<file path="config.mk">
export PLATFORM = sky130hd
export DESIGN_NAME = imem_byte_loader
export DESIGN_NICKNAME = d
export VERILOG_FILES = /design/src/rtl/imem_byte_loader.sv
export SDC_FILE = /design/constraint.sdc
export NUM_CORES = 1
export LEC_CHECK = 0
export CORE_ASPECT_RATIO = 1.2
export CORE_MARGIN = 2
export CORE_UTILIZATION = 44
export DETAILED_ROUTE_END_ITERATION = 16
export GPL_ROUTABILITY_DRIVEN = 0
export PLACE_DENSITY = 0.76
export SLEW_MARGIN = 25
export SYNTH_ARGS = -nofsm -noshare
export SYNTH_HDL_FRONTEND = slang
export SYNTH_SLANG_ARGS = --single-unit
</file>
<file path="constraint.sdc">
create_clock -name clk -period 1.8 [get_ports clk]
set_input_delay 0.27 -clock clk [delete_from_list [all_inputs] [get_ports clk]]
set_output_delay 0.27 -clock clk [all_outputs]
set_load 0.02 [all_outputs]
</file>
<file path="src/rtl/imem_byte_loader.sv">
// Byte-stream loader for the 256x8 instruction memory. It writes the stream
// sequentially from START_ADDR, pads a trailing partial word with PAD_BYTE,
// and flags an overflow when the stream runs past the top of memory.
module imem_byte_loader #(
  parameter int              ADDR_W     = 8,
  parameter logic [ADDR_W-1:0] START_ADDR = '0,
  parameter logic [7:0]      PAD_BYTE   = 8'h00
) (
  input  logic              clk,
  input  logic              reset,
  input  logic              start,
  input  logic              in_valid,
  input  logic [7:0]        in_data,
  input  logic              in_last,
  output logic              in_ready,
  output logic              mem_we,
  output logic [ADDR_W-1:0] mem_addr,
  output logic [7:0]        mem_wdata,
  output logic              busy,
  output logic              done,
  output logic              error,
  output logic [ADDR_W:0]   byte_count
);

  localparam int DEPTH = 2 ** ADDR_W;
  // Number of bytes that fit between START_ADDR and the top of memory.
  localparam logic [ADDR_W:0] CAP = (ADDR_W + 1)'(DEPTH) - {1'b0, START_ADDR};

  typedef enum logic [2:0] {
    S_IDLE,
    S_LOAD,
    S_PAD,
    S_DONE,
    S_ERR
  } state_t;

  state_t            state, state_n;
  logic [ADDR_W-1:0] ptr;
  logic [ADDR_W:0]   bc_inc;
  logic              wr;
  logic              clr;
  logic [7:0]        wr_data;

  assign bc_inc = byte_count + (ADDR_W + 1)'(1);

  // State register.
  always_ff @(posedge clk) begin
    if (reset) state <= S_IDLE;
    else       state <= state_n;
  end

  // Next-state logic plus the write/clear strobes for the datapath.
  always_comb begin
    state_n = state;
    wr      = 1'b0;
    clr     = 1'b0;
    wr_data = in_data;
    case (state)
      S_IDLE, S_DONE, S_ERR: begin
        if (start) begin
          state_n = S_LOAD;
          clr     = 1'b1;
        end
      end
      S_LOAD: begin
        if (in_valid) begin
          wr = 1'b1;
          if (in_last) begin
            state_n = (bc_inc[1:0] == 2'b00) ? S_DONE : S_PAD;
          end else if (bc_inc == CAP) begin
            state_n = S_ERR;
          end
        end
      end
      S_PAD: begin
        wr      = 1'b1;
        wr_data = PAD_BYTE;
        if (bc_inc[1:0] == 2'b00) state_n = S_DONE;
      end
      default: state_n = S_IDLE;
    endcase
  end

  // Registered memory write port, address pointer and byte counter.
  always_ff @(posedge clk) begin
    if (reset) begin
      mem_we     <= 1'b0;
      mem_addr   <= START_ADDR;
      mem_wdata  <= '0;
      ptr        <= START_ADDR;
      byte_count <= '0;
    end else begin
      mem_we <= wr;
      if (clr) begin
        ptr        <= START_ADDR;
        byte_count <= '0;
      end else if (wr) begin
        mem_addr   <= ptr;
        mem_wdata  <= wr_data;
        ptr        <= ptr + ADDR_W'(1);
        byte_count <= bc_inc;
      end
    end
  end

  // Status decode straight from the registered state.
  always_comb begin
    in_ready = (state == S_LOAD);
    busy     = (state == S_LOAD) || (state == S_PAD);
    done     = (state == S_DONE);
    error    = (state == S_ERR);
  end

endmodule
</file>
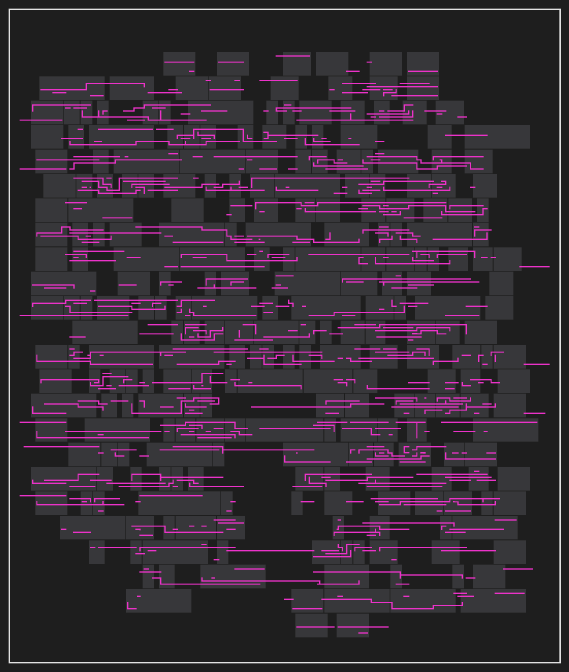
(signal wires on met1)
The layer carries 1820 um of wire. The layer holds 45% of the routed length.
drt total wl: 4030 um
met1 Use GR: 24.9%
routed vias: 1636

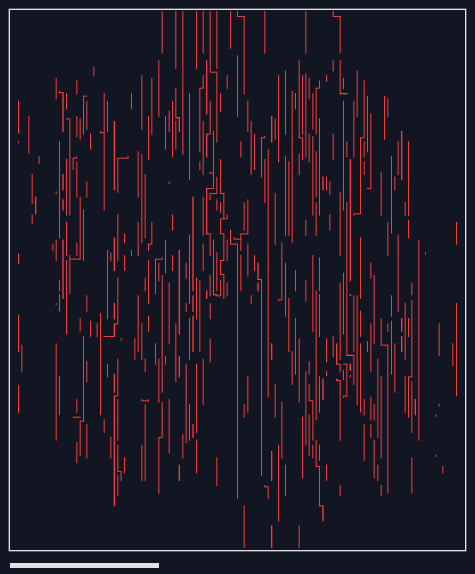
(met2 routing)
The bar under the picture is 20 um long.
233 nets have wire on it. The layer holds 48% of the routed length.
met2 usage: 31.2%

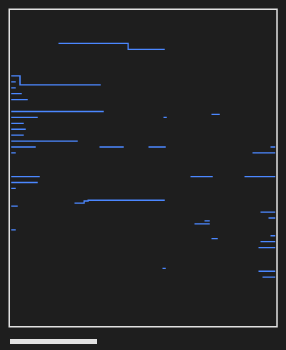
(the metal 3 layer)
The bar under the picture is 20 um long.
The layer carries 197 um of wire. The wires run mostly horizontal.

==> impl_metrics.json <==
{
  "status": "completed",
  "top_area_cell": "dfxtp_1",
  "pin_count": 43,
  "rows": 24,
  "postCtsHoldBufs": 0,
  "warning_count": 28,
  "drive_gt1_share_pct": 15.1,
  "grt_pass1_wl_um": 6690,
  "crit_start": "byte_count[0]",
  "finalInstanceArea_sq_um": 2420,
  "clockPowerShare_pct": 33.7,
  "pg_clk_w": 0.000679,
  "syn_area_sq_um": 1730,
  "maxCapViolCount": 0,
  "met1Wirelength_um": 1820,
  "p_sw_w": 0.000593,
  "die_y_um": 72.6,
  "crit_required_ns": 2.03,
  "powerDensity_nw_per_um2": 832,
  "cts-root-buf": "clkbuf_8",
  "cts_made_buffers": 5,
  "maxSlewViolCount": 0,
  "synth_top_area_share_pct": 42.9,
  "dpl.hpwl_um": 2800,
  "syn_area_per_cell_sq_um": 8.26,
  "critPathKind": "reg2reg",
  "area_delta_synth_final_pct": 40.3,
  "die_w_um": 61.2,
  "grt_overflow": 0,
  "dr.pass1.iters": 4,
  "slew_headroom_pct": 78.7,
  "synthArstFlopShare_pct": 0,
  "synth_cell_types": 43,
  "fin_util_pct": 65.6,
  "setup_ws_ns": 0.0222,
  "met3_length_um": 197,
  "ant_nets": 0,
  "clk_pin_slew_ns": 0.08,
  "h-tree-depth": 2,
  "ir_drop_mv": 0.578,
  "ys_top_cells_by_area": "dfxtp_1 (43%), nand2_1 (8.0%), a21oi_1 (6.7%)",
  "post_dp_cell_area_sq_um": 2310,
  "pg_seq_w": 0.000876,
  "cp.arrival_ns": 2.01,
  "ys.flops": 37,
  "fin_skew_ns": 0.00766,
  "place_ws_ns": 0.0354,
  "fin_crit_sh_pct": 98.8,
  "endpoint_kind": "flop",
  "clock_path_buffers": 2,
  "fin_total_pwr_w": 0.00202,
  "start_kind": "flop",
  "final-setup-viol-count": 0,
  "diodes": 0,
  "rr_startpoint": "byte_count[0]",
  "rsz0062_at_grt": "yes",
  "switching_share_pct": 29.4,
  "leakage_nw": 0.882,
  "grt_util_met3_pct": 6.74,
  "syn_inst": 209,
  "layout_top_cells": "clkdlybuf4s50_1 (38), nand2_1 (37), dfxtp_1 (35), a21oi_1 (22), nor2_1 (20)",
  "vias_per_cell": 5.16,
  "nets": 280,
  "worstSkewPairLatency_ns": 0.30,
  "cts_num_sinks": 37,
  "grt_max_degree": 22,
  "chip_area_sq_um": 4440,
  "synthFlopType": "dfxtp_1",
  "powerComb_w": 0.000461,
  "hold_viol": 0,
  "min_from": "mem_wdata[5]",
  "first_global_vias": 1533,
  "fp_nets": 225,
  "drc": 0,
  "grt-busiest-layer": "met2",
  "antenna_found_initial": 0,
  "cts_tree": "done",
  "cts-resized-gates": 4,
  "fmax_mhz": 562,
  "post_cts_buffers": 0,
  "cp_max_fo": 5,
  "comb_power_share_pct": 22.9,
  "tightestPinTransition_ns": 0.318,
  "tns_ns": 0,
  "core_sq_um": 3690,
  "ys_chip_area_sq_um": 1730,
  "p_int_w": 0.00142,
  "drt_iter0_markers": 129,
  "placement.io_buffers": 42,
  "highest_layer": "met4",
  "top_power_group": "sequential cells",
  "postSynthSeqShare_pct": 42.9,
  "grtUsageTotal_pct": 20.1,
  "wl_met2_um": 1930,
  "hold_class": "reg2reg",
  "period_needed_ns": 1.78,
  "power.sequential.fraction_pct": 43.5,
  "initial_utilization_pct": 46.7,
  "synth_stat.cells": 209,
  "ys_warn_count": 0,
  "wl_per_cell_um": 12.7,
  "lay_top_count": "clkdlybuf4s50_1",
  "synth-edff-count": 0
}
registers in the layout, indices dropped and copies added, names as in the netlist:
signal,flops
byte_count,9
ptr,8
state,3
mem_we,1
mem_wdata,8
mem_addr,8
metrics by stage:
| stage | hold WS (ns) | instances |
|---|---|---|
| detailed placement | 0.446 | 309 |
| floorplan | 0.422 | 209 |
| global placement | 0.437 | 309 |
| global route | 0.482 | 317 |
| finish | 0.460 | 317 |
| CTS | 0.461 | 317 |
cells by family (layout without fill, tap and decap cells):
logic type,Yosys count,count (layout),share of synthesized area [%]
flops,37,37,42.9
buf+inv,14,70,3.99
xor+xnor,14,14,7.10
compound gates,36,36,12.4
simple gates,103,103,30.3
fa+ha+maj,3,3,2.17
mux,2,2,1.16
final cells by class:
type	instances	area, sq um
clock buffers	6	93.8
clock inverters	2	16.3
fillers	336	1270
inverters	2	7.51
multi-input cells	158	931
flip-flops and latches	37	746
well taps	52	65.1
repair buffers	60	563
path summary, 6_finish.rpt:
check            endpoint  slack [ns]  depth (start not counted)
max              state[2]        0.02                          6
min          mem_wdata[5]        0.46                          2
max reg2reg      state[2]        0.02                          6
min reg2reg  mem_wdata[5]        0.46                          2
cells in the mapped netlist (2+ instances only):
cell type	instances
a211oi_1	2
a21oi_1	23
and3_1	4
and4_1	2
buf_2	4
clkbuf_1	6
dfxtp_1	37
ha_1	3
inv_1	2
mux2i_1	2
nand2_1	37
nand2b_1	4
nand3_1	9
nand3b_1	2
nand4_1	7
nor2_1	20
nor3_1	3
nor3b_1	2
o21ai_0	2
o32ai_1	2
or2_1	2
xnor2_1	9
xor2_1	5
worst max-delay path, cell delays in order (launching register included):
cell	delay (ns)
dfxtp_4	0.36
ha_2	0.19
and3_4	0.18
or3b_1	0.35
a32o_1	0.29
or2_1	0.24
o21ai_2	0.11
